## config.mk

```make
export PLATFORM = sky130hd
export DESIGN_NAME = cu_sequencer
export DESIGN_NICKNAME = d
export VERILOG_FILES = /design/src/rtl/cu_pkg.sv /design/src/rtl/cu_decode.sv /design/src/rtl/cu_sequencer.sv
export SDC_FILE = /design/constraint.sdc
export NUM_CORES = 1
export LEC_CHECK = 0
export CAP_MARGIN = 20
export CORE_MARGIN = 5
export CORE_UTILIZATION = 52
export DETAILED_ROUTE_END_ITERATION = 8
export PLACE_DENSITY_LB_ADDON = 0.08
export RECOVER_POWER = 100
export SLEW_MARGIN = 10
export SYNTH_ARGS = -nofsm -noshare
export SYNTH_HDL_FRONTEND = slang
export SYNTH_HIERARCHICAL = 1
export SYNTH_SLANG_ARGS = --single-unit
```

## constraint.sdc

```tcl
create_clock -name clk -period 3.7 [get_ports clk]
set_clock_uncertainty 0.1 [all_clocks]
set_input_delay 0.555 -clock clk [delete_from_list [all_inputs] [get_ports clk]]
set_output_delay 0.555 -clock clk [all_outputs]
set_load 0.02 [all_outputs]
```

## src/rtl/cu_pkg.sv

```systemverilog
// Shared definitions for the multicycle control unit: opcode map, FSM states and
// the encodings driven onto the datapath control lines.
package cu_pkg;

    localparam logic [5:0] OP_HLT = 6'b000000;
    localparam logic [5:0] OP_MTC = 6'b100000;
    localparam logic [5:0] OP_LDI = 6'b010000;
    localparam logic [5:0] OP_LUI = 6'b010001;
    localparam logic [5:0] OP_LW  = 6'b011000;
    localparam logic [5:0] OP_SW  = 6'b011001;
    localparam logic [5:0] OP_LB  = 6'b011010;
    localparam logic [5:0] OP_SB  = 6'b011011;
    localparam logic [5:0] OP_JMP = 6'b011100;
    localparam logic [5:0] OP_JR  = 6'b011101;
    localparam logic [5:0] OP_BEQ = 6'b011110;
    localparam logic [5:0] OP_BLT = 6'b011111;

    typedef enum logic [2:0] {
        S_IF,
        S_ID,
        S_EX,
        S_MEM,
        S_WB,
        S_IRQ,
        S_HALT,
        S_TRAP
    } state_e;

    localparam logic [2:0] BR_HALT = 3'b000;
    localparam logic [2:0] BR_SEQ  = 3'b011;

    localparam logic [1:0] RB_NONE = 2'b00;
    localparam logic [1:0] RB_MEM  = 2'b01;
    localparam logic [1:0] RB_ALU  = 2'b10;
    localparam logic [1:0] RB_IMM  = 2'b11;

    localparam logic [1:0] MEM_NONE = 2'b00;
    localparam logic [1:0] MEM_BYTE = 2'b01;
    localparam logic [1:0] MEM_WORD = 2'b11;

endpackage

```

## src/rtl/cu_decode.sv

```systemverilog
// Combinational instruction classifier: maps the latched IR onto the class flags
// the sequencer branches on.
module cu_decode
    import cu_pkg::*;
(
    input  logic [5:0] ir,
    output logic       is_alu,
    output logic       is_imm,
    output logic       is_branch,
    output logic       is_load,
    output logic       is_store,
    output logic       is_byte,
    output logic       is_hlt,
    output logic       is_mtc,
    output logic       is_invalid
);

    always_comb begin
        is_hlt     = (ir == OP_HLT);
        is_mtc     = (ir == OP_MTC);
        is_imm     = (ir == OP_LDI) || (ir == OP_LUI);
        is_load    = (ir == OP_LW) || (ir == OP_LB);
        is_store   = (ir == OP_SW) || (ir == OP_SB);
        is_byte    = (ir == OP_LB) || (ir == OP_SB);
        // JMP/JR/BEQ/BLT share the 0111xx prefix
        is_branch  = (ir[5:2] == OP_JMP[5:2]);
        is_alu     = (ir[5:3] < 3'b011) && !is_hlt && !is_imm;
        is_invalid = !(is_alu || is_imm || is_branch || is_load || is_store || is_hlt || is_mtc);
    end

endmodule

```

## src/rtl/cu_sequencer.sv

```systemverilog
// Single-clock multicycle control unit: IF->ID->EX->MEM->WB sequencer with memory
// handshake timeout, interrupt hand-off, halt and sticky trap.
module cu_sequencer
    import cu_pkg::*;
#(
    parameter int unsigned         ALU_OP_W    = 5,
    parameter logic [ALU_OP_W-1:0] ADDI_OP     = ALU_OP_W'(5'b10010),
    parameter int unsigned         MEM_TIMEOUT = 15,
    parameter bit                  SKIP_MEM    = 1'b1
) (
    input  logic                clk,
    input  logic                rst,
    input  logic [5:0]          opcode,
    input  logic                instr_valid,
    input  logic                mem_ready,
    input  logic                irq_ack,
    input  logic                resume,
    output logic [4:0]          stage,
    output logic                reg_read,
    output logic                reg_write,
    output logic [ALU_OP_W-1:0] alu_opcode,
    output logic [2:0]          branch_opcode,
    output logic [1:0]          mem_read,
    output logic [1:0]          mem_write,
    output logic [1:0]          rb_mux_opcode,
    output logic                interrupt,
    output logic                halted,
    output logic                trap
);

    state_e     state_q, state_d;
    logic [5:0] ir_q, ir_d;
    logic [7:0] wait_q, wait_d, wait_inc;

    logic is_alu, is_imm, is_branch, is_load, is_store, is_byte, is_hlt, is_mtc, is_invalid;
    logic is_mem;

    logic [4:0]          stage_q, stage_d;
    logic                reg_read_q, reg_read_d;
    logic                reg_write_q, reg_write_d;
    logic [ALU_OP_W-1:0] alu_q, alu_d;
    logic [2:0]          branch_q, branch_d;
    logic [1:0]          mem_read_q, mem_read_d;
    logic [1:0]          mem_write_q, mem_write_d;
    logic [1:0]          rb_mux_q, rb_mux_d;
    logic                interrupt_q, interrupt_d;
    logic                halted_q, halted_d;
    logic                trap_q, trap_d;

    cu_decode u_decode (
        .ir         (ir_q),
        .is_alu     (is_alu),
        .is_imm     (is_imm),
        .is_branch  (is_branch),
        .is_load    (is_load),
        .is_store   (is_store),
        .is_byte    (is_byte),
        .is_hlt     (is_hlt),
        .is_mtc     (is_mtc),
        .is_invalid (is_invalid)
    );

    assign is_mem   = is_load || is_store;
    assign wait_inc = wait_q + 8'd1;

    always_comb begin
        state_d = state_q;
        ir_d    = ir_q;
        wait_d  = wait_q;
        unique case (state_q)
            S_IF: begin
                if (instr_valid) begin
                    ir_d    = opcode;
                    state_d = S_ID;
                end
            end
            S_ID: begin
                if (is_invalid)  state_d = S_TRAP;
                else if (is_mtc) state_d = S_IRQ;
                else             state_d = S_EX;
            end
            S_EX: begin
                wait_d = '0;
                if (is_hlt)                  state_d = S_HALT;
                else if (is_mem || !SKIP_MEM) state_d = S_MEM;
                else                         state_d = S_WB;
            end
            S_MEM: begin
                if (!is_mem) begin
                    state_d = S_WB;
                end else if (mem_ready) begin
                    // a late ready on the timeout cycle still completes the access
                    state_d = S_WB;
                    wait_d  = '0;
                end else begin
                    wait_d = wait_inc;
                    if (wait_inc == 8'(MEM_TIMEOUT)) state_d = S_TRAP;
                end
            end
            S_WB:    state_d = S_IF;
            S_IRQ:   if (irq_ack) state_d = S_IF;
            S_HALT:  if (resume) state_d = S_IF;
            S_TRAP:  state_d = S_TRAP;
            default: state_d = S_TRAP;
        endcase
    end

    // Outputs are registered from the state being entered; IR-dependent values only
    // appear from EX onwards, when ir_q is already stable.
    always_comb begin
        stage_d     = '0;
        reg_read_d  = 1'b0;
        reg_write_d = 1'b0;
        alu_d       = '0;
        branch_d    = BR_SEQ;
        mem_read_d  = MEM_NONE;
        mem_write_d = MEM_NONE;
        rb_mux_d    = RB_NONE;
        interrupt_d = 1'b0;
        halted_d    = 1'b0;
        trap_d      = 1'b0;
        unique case (state_d)
            S_IF: stage_d = 5'b00001;
            S_ID: stage_d = 5'b00010;
            S_EX, S_MEM, S_WB: begin
                if (state_d == S_EX)       stage_d = 5'b00100;
                else if (state_d == S_MEM) stage_d = 5'b01000;
                else                       stage_d = 5'b10000;
                reg_read_d = !is_hlt && (state_d != S_WB);
                if (is_alu || (is_branch && ir_q[1])) alu_d = ir_q[ALU_OP_W-1:0];
                else if (is_mem)                      alu_d = ADDI_OP;
                if (is_branch)   branch_d = {1'b1, ir_q[1:0]};
                else if (is_hlt) branch_d = BR_HALT;
                if (state_d == S_MEM) begin
                    if (is_load)  mem_read_d  = is_byte ? MEM_BYTE : MEM_WORD;
                    if (is_store) mem_write_d = is_byte ? MEM_BYTE : MEM_WORD;
                end
                if (state_d == S_WB) begin
                    reg_write_d = is_load || is_imm || is_alu;
                    if (is_load)     rb_mux_d = RB_MEM;
                    else if (is_imm) rb_mux_d = RB_IMM;
                    else if (is_alu) rb_mux_d = RB_ALU;
                end
            end
            S_IRQ:  interrupt_d = 1'b1;
            S_HALT: begin
                halted_d = 1'b1;
                branch_d = BR_HALT;
            end
            S_TRAP: trap_d = 1'b1;
            default: trap_d = 1'b1;
        endcase
    end

    always_ff @(posedge clk or posedge rst) begin
        if (rst) begin
            state_q     <= S_IF;
            ir_q        <= '0;
            wait_q      <= '0;
            stage_q     <= 5'b00001;
            reg_read_q  <= 1'b0;
            reg_write_q <= 1'b0;
            alu_q       <= '0;
            branch_q    <= BR_SEQ;
            mem_read_q  <= MEM_NONE;
            mem_write_q <= MEM_NONE;
            rb_mux_q    <= RB_NONE;
            interrupt_q <= 1'b0;
            halted_q    <= 1'b0;
            trap_q      <= 1'b0;
        end else begin
            state_q     <= state_d;
            ir_q        <= ir_d;
            wait_q      <= wait_d;
            stage_q     <= stage_d;
            reg_read_q  <= reg_read_d;
            reg_write_q <= reg_write_d;
            alu_q       <= alu_d;
            branch_q    <= branch_d;
            mem_read_q  <= mem_read_d;
            mem_write_q <= mem_write_d;
            rb_mux_q    <= rb_mux_d;
            interrupt_q <= interrupt_d;
            halted_q    <= halted_d;
            trap_q      <= trap_d;
        end
    end

    assign stage         = stage_q;
    assign reg_read      = reg_read_q;
    assign reg_write     = reg_write_q;
    assign alu_opcode    = alu_q;
    assign branch_opcode = branch_q;
    assign mem_read      = mem_read_q;
    assign mem_write     = mem_write_q;
    assign rb_mux_opcode = rb_mux_q;
    assign interrupt     = interrupt_q;
    assign halted        = halted_q;
    assign trap          = trap_q;

endmodule

```

Fig. 1: gate families picked out
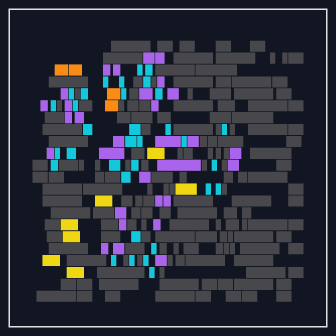
[mux cells] yellow | cells: 7
[xor and xnor cells] orange | cells: 4 | where: upper left
[aoi and oai cells] purple | cells: 30
[nand cells] cyan | cells: 33

Fig. 2: register map, names as in the netlist
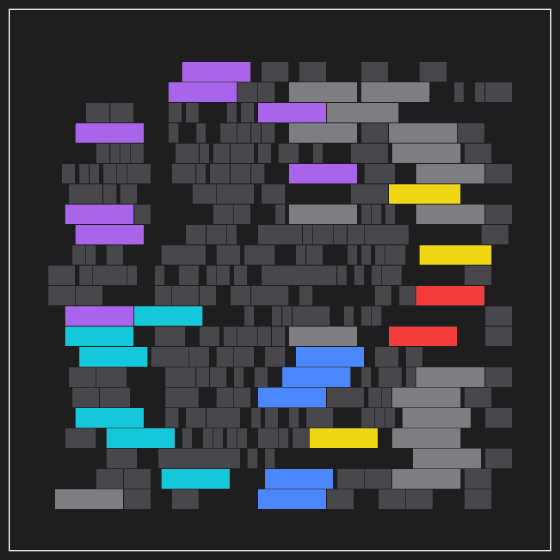
[`wait_q`] purple | flops: 8
[`ir_q`] cyan | flops: 6
[`alu_opcode`] blue | flops: 5 | where: bottom center
[`mem_read`] red | flops: 2
[`branch_opcode`] yellow | flops: 3
not colored: 17

==> flow_summary.toml <==
# generated from flow reports
[outcome]
outcome = "finished with violations"
violations = "max-capacitance violations, max-slew violations"

[pwr]
p_leak_nw = 1.10
p_int_mw = 1.16

[route]
antenna_left = 0
drc = 0

[placement]
placed_area_sq_um = 2380
gp_congestion = 0.880

[critical_path]
worst_setup_path_end_kind = "flop"
cp.required_ns = 3.80
worstSetupEndpoint = "branch_opcode[1]"
path_class = "reg -> reg"

[die]
initial_utilization = 0.541
nWellTaps = 48
io_pins = 36

[synth]
syn-instance-count = 194
ys_seq_share = 0.512

[layout]
comb_cells = 135
clkbuf_count = 6
mi_logic_area_sq_um = 883

[sta]
maxSlewViolCount = 42

[global_route]
grt_pass1_vias = 1414
grt_usage = 0.164

[run]
drv_cap = 1

[cts]
clk_latency_ns = 0.29
Fig. 3: cells colored by class
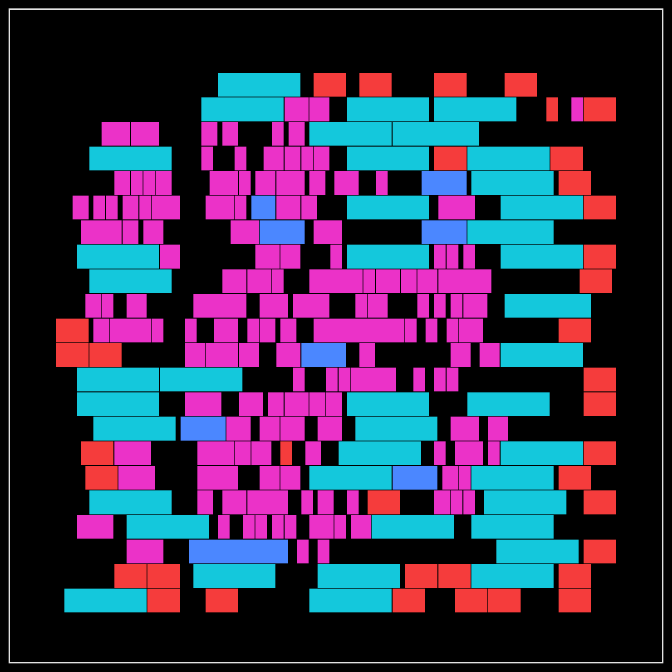
[remaining buffers and delay cells] red | cells: 37 | share of their area: 15%
[registers] cyan | cells: 41 | share of their area: 42%
[remaining logic cells] magenta | cells: 144 | share of their area: 38%
[clock drivers and dummy loads] blue | cells: 8 | share of their area: 5.0%

Fig. 4: clock wires, drivers and flops
The bar under the picture is 20 microns long.
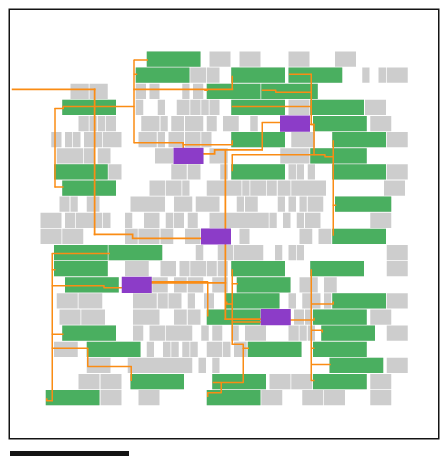
[flip-flops] green | count: 41
[clock-net drivers] purple | count: 5
[clock wires] orange | length: 467 microns
flops lie: spread over the die

